==> config.mk <==
export PLATFORM = sky130hd
export DESIGN_NAME = ofdm_symbol_scheduler_flat
export DESIGN_NICKNAME = d
export VERILOG_FILES = /design/src/rtl/ofdm_symbol_scheduler_if.sv /design/src/rtl/ofdm_symbol_scheduler.sv /design/src/flat_wrapper.sv
export SDC_FILE = /design/constraint.sdc
export NUM_CORES = 1
export LEC_CHECK = 0
export ABC_CLOCK_PERIOD_IN_PS = 3000
export CAP_MARGIN = 20
export CELL_PAD_IN_SITES_DETAIL_PLACEMENT = 0
export CELL_PAD_IN_SITES_GLOBAL_PLACEMENT = 1
export CORE_ASPECT_RATIO = 1.25
export CORE_MARGIN = 3
export CORE_UTILIZATION = 30
export DETAILED_ROUTE_END_ITERATION = 7
export HOLD_SLACK_MARGIN = 0.12
export PLACE_DENSITY = 0.75
export SYNTH_ARGS = -nofsm -noshare
export SYNTH_HDL_FRONTEND = slang
export SYNTH_SLANG_ARGS = --single-unit
==> constraint.sdc <==
create_clock -name clk -period 3 [get_ports clk]
set_clock_uncertainty 0.05 [all_clocks]
set_input_delay 0.9 -clock clk [delete_from_list [all_inputs] [get_ports clk]]
set_output_delay 0.9 -clock clk [all_outputs]
set_load 0.005 [all_outputs]
Figure 1. Metal 2 (run 1).
(2 px per µm) Cells faint in the background.
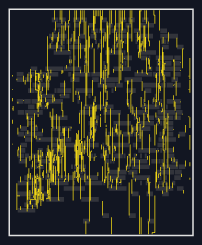
nets with wire on the layer = 333
share of all routed wire = 46%
drt total wl: 6490 µm
GR met2 Demand/Resource: 20.7%
DR vias: 2258

Figure 2. Track usage over the die (run 1).
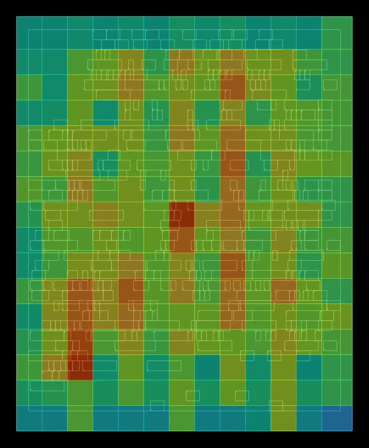
post-DR wirelength/cell: 12.8 µm
met3 global-route usage: 3.22%
GR peak layer: met2
All-Layer GR Usage: 13.3%

Figure 3. Layout detail (run 1).
Region (26, 59) to (66, 99) µm. Cells in gray, sequential cells in the stronger gray; small squares are vias.
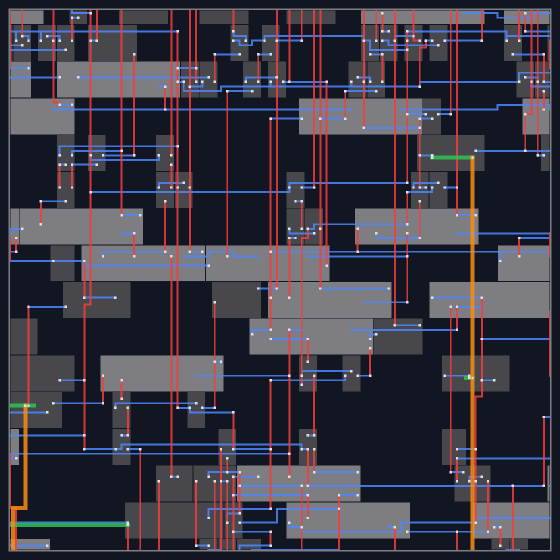
M3 -> green
M2 -> red
M4 -> orange
M1 -> blue
cells with their middle in the window = 68
sequential cells in the window = 14
most frequent = nand2_1 (38), dfrtp_1 (14), clkbuf_8 (4)

Figure 4. Gate families picked out (run 1).
(4 px per µm)
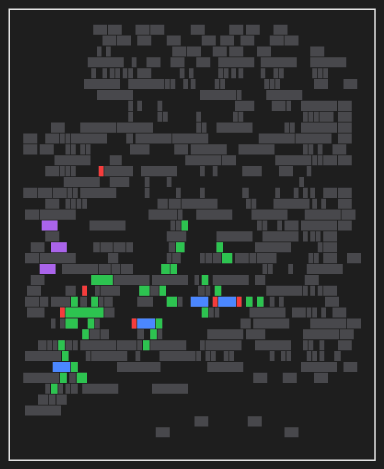
inv cells -> red  # cells 6, most used inv_1
aoi and oai cells -> green  # cells 30, most used o21ai_0
fa/ha/maj cells -> blue  # cells 4, most used ha_1
mux cells -> purple  # cells 3, most used mux2_2
post-route insts no fill: 509
logic share of the area: 26.9%
Top cell excl fill/tap: nand2_1

==> impl_metrics.csv, run 1 <==
group,metric,value,unit
outcome,status,"completed",
clock_tree,clkSlewWorstSetupHoldPaths,70,ps
floorplan,core,8750,µm²
clock_tree,clock_path_buffers,2,
place,dp_slack,162,ps
finish,syn_to_final_growth,43.7,%
synth,fp_nets,339,
min_path,hold_depth,2,
finish,num_antenna_cells,0,
global_route,antenna_found_initial,0,
power,p_leak,1.86,nW
critical_path,critPathKind,"reg2out",
timing,tns,0,ps
synth,synth_flops,63,
place,io_buffers,85,
critical_path,start_kind,"flop",
synth,synthArstFlopShare,100,%
finish,stdcell_area,3900,µm²
timing,fin_crit,2590,ps
finish,fin_util,44.6,%
clock_tree,cts_resized,0,
global_route,grt_overflow,0,
power,power_density,455,nW/µm²
place,hpwl,4610,µm
floorplan,ios,86,
floorplan,die_h,112,µm
routing,ant_nets,0,
synth,ys_warn_count,0,
power,power,1.78,mW
place,dpl.cell_count,493,
floorplan,dieArea,10200,µm²
==> run 1: power by group <==
| part | total (mW) | internal, mW | switching [mW] |
|---|---|---|---|
| combinational | 0.160 | 0.0979 | 0.0623 |
| clock | 0.725 | 0.384 | 0.341 |
| sequential | 0.890 | 0.873 | 0.0179 |
==> run 1: placed cells by master (no fill, tap or decap), types with 2 or more instances in the layout <==
master	count
a21o_1	3
a21oi_1	6
and2_1	2
buf_12	2
buf_4	3
clkbuf_8	9
clkdlybuf4s50_1	84
clkinv_2	2
clkinvlp_4	2
dfrtp_1	63
ha_1	4
inv_1	5
mux2_2	3
nand2_1	135
nand3_1	9
nor2_1	10
nor3_1	3
o21ai_0	14
o31ai_1	4
or2_2	4
xnor2_1	3
==> run 1: cell families after synthesis <==
logic type / count (synthesis) / synth area share, %
DFF: 63 / 58.1
muxes: 3 / 1.24
xor gates and xnor gates: 3 / 0.968
and+or+nand+nor: 170 / 26.1
AOI/OAI and AO/OA: 34 / 8.43
buffers and inverters: 18 / 3.32
adders and majority gates: 4 / 1.84
==> run 1: worst max-delay path, cell delays in order, from the launching register on <==
cell,delay (ps)
dfrtp_1,490
or2_2,360
clkdlybuf4s50_1,450
==> run 1: Yosys cell counts, drive strengths merged, types with 2 or more instances <==
cell type / n
or2: 4
and2: 2
nand2: 135
dfrtp: 63
a21oi: 6
nand2b: 2
inv: 6
o31ai: 4
clkbuf: 4
buf: 8
a21o: 3
nand3: 9
nor3: 3
mux2: 3
nor2: 11
o21ai: 15
ha: 4
xnor2: 3
==> run 1: area by class of cell <==
| cell class | count | area (µm²) |
|---|---|---|
| clock buffers | 9 | 124 |
| clock inverters | 7 | 72.6 |
| fillers | 871 | 4850 |
| inverters | 6 | 22.5 |
| multi-input cells | 214 | 1050 |
| flip-flops and latches | 63 | 1580 |
| well taps | 120 | 150 |
| repair buffers | 90 | 908 |
==> run 1: per-layer routing <==
metal  part of all wire, %  global-route usage [%]  vias to the layer above
met5                     0                       0                        -
met3                   5.3                    3.22                       10
met2                    46                    20.7                       65
met4                   1.7                    6.04                        0
li1                      -                       -                     1134
met1                    47                    17.4                     1049
==> run 2: changes to the inputs <==
--- a/config.mk
+++ b/config.mk
@@ -5,7 +5,7 @@
 export SDC_FILE = /design/constraint.sdc
 export NUM_CORES = 1
 export LEC_CHECK = 0
-export ABC_CLOCK_PERIOD_IN_PS = 3000
+export ABC_CLOCK_PERIOD_IN_PS = 2500
 export CAP_MARGIN = 20
 export CELL_PAD_IN_SITES_DETAIL_PLACEMENT = 0
 export CELL_PAD_IN_SITES_GLOBAL_PLACEMENT = 1
==> constraint.sdc (replaced) <==
create_clock -name clk -period 2.5 [get_ports clk]
set_clock_uncertainty 0.05 [all_clocks]
set_input_delay 0.75 -clock clk [delete_from_list [all_inputs] [get_ports clk]]
set_output_delay 0.75 -clock clk [all_outputs]
set_load 0.005 [all_outputs]
Figure 5. Metal 2 (run 2).
(2 px per µm) Cells faint in the background.
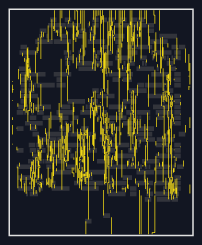
main direction = vertical
nets with wire on the layer = 345
DR vias: 2288
drt total wl: 6420 µm
GR met2 Demand/Resource: 22.9%

==> impl_metrics.csv, run 2 <==
group,metric,value,unit
outcome,status,"completed",
timing,maxSlewHeadroom,77.9,%
finish,nFillCells,879,
synth,fp_nets,339,
floorplan,initial_core_util,31.0,%
timing,maxSlewViolCount,0,
floorplan,die_h,112,µm
finish,final_cell_mix,"nand2_1, clkdlybuf4s50_1, dfrtp_1, o21ai_0",
global_route,antenna_found_initial,0,
critical_path,critical_path.max_stage_delay,480,ps
clock_tree,clock_path_buffers,2,
routing,ant_nets,0,
finish,lay_top_count,"nand2_1",
synth,ys_warn_count,0,
critical_path,crit_chain,"or2_2 > clkdlybuf4s50_1",
global_route,grt_pass1_vias,2386,
power,p_leak,1.89,nW
clock_tree,cts_max_level,3,
floorplan,ios,86,
critical_path,reg2reg_depth,6,
synth,synthTopCellsByCount,"nand2_1, dfrtp_1, o21ai_0",
place,hpwl,4560,µm
timing,period_used_share,96.5,%
routing,wire_per_inst,12.5,µm
clock_tree,cts_buffers,9,
synth,synth_flops,63,
global_route,grtUsageTotal,13.2,%
floorplan,core,8750,µm²
synth,synthArstFlopShare,100,%
finish,num_antenna_cells,0,
place,dp_slack,-21.3,ps
global_route,grt_overflow,0,
clock_tree,cts_resized,0,
clock_tree,clkSlewWorstSetupHoldPaths,80,ps
finish,syn_to_final_growth,46.5,%
timing,fin_crit,2410,ps
power,power_density,545,nW/µm²
critical_path,start_kind,"flop",
min_path,hold_path_class,"in2async",
run 2: cell types whose count changed in the layout (fill, tap and decap cells not counted):
cell / change
clkbuf_8: +1
buf_12: +2
inv_6: -1
buf_4: +3
clkinvlp_4: +1
clkinv_2: -2
clkinv_4: +1
run 2: final cells by class:
type,instances,area [µm²],share of cell area [%]
Clock buffer,10,138,3.46
Multi-Input combinational cell,214,1050,26.4
Clock inverter,6,70.1,1.76
Inverter,6,22.5,0.566
Tap cell,120,150,3.78
Sequential cell,63,1580,39.6
Timing Repair Buffer,95,971,24.4
run 2: cells by family (layout without fill, tap and decap cells):
group / after synthesis / in the layout / synth area share (%)
simple gates: 170 / 170 / 26.1
buf+inv: 18 / 117 / 3.32
fa+ha+maj: 4 / 4 / 1.84
compound gates: 34 / 34 / 8.43
flops: 63 / 63 / 58.1
xor+xnor: 3 / 3 / 0.968
mux: 3 / 3 / 1.24
run 2: metal layers:
metal / vias up / part of all wire (%) / track usage (%)
li1: 1138 / - / -
met1: 1078 / 44 / 15.6
met2: 67 / 49 / 22.9
met3: 5 / 6.4 / 3.95
met4: 0 / 0.61 / 4.23
met5: - / 0 / 0
run 2: worst max-delay path: cells and delay by family (launching register included):
kind / cells / cell delay (ps)
buffers and inverters: 1 / 460
DFF: 1 / 480
and+or+nand+nor: 1 / 350
run 2: through the flow:
stage          setup TNS (ps)  area (µm²)  std cells  total power, mW  util, %
2_1_floorplan               0        2720        295             1.15        -
3_3_place_gp                0        3770        498             1.28     43.1
3_5_place_dp            -21.3        3770        498             1.29     43.1
4_1_cts                     0        3980        514             2.20     45.5
5_1_grt                     0        3980        514             2.26     45.5
6_report                    0        3980        514             2.17     45.5
run 2: power breakdown:
| group | switching (mW) | total (mW) | internal, mW | leakage, nW |
|---|---|---|---|---|
| sequential | 0.0200 | 1.07 | 1.05 | 0.865 |
| combinational | 0.0750 | 0.197 | 0.122 | 0.927 |
| clock | 0.413 | 0.904 | 0.490 | 0.0947 |
| total | 0.508 | 2.17 | 1.66 | 1.89 |
Power figures rest on the tool's default switching activity, not on a simulated workload.
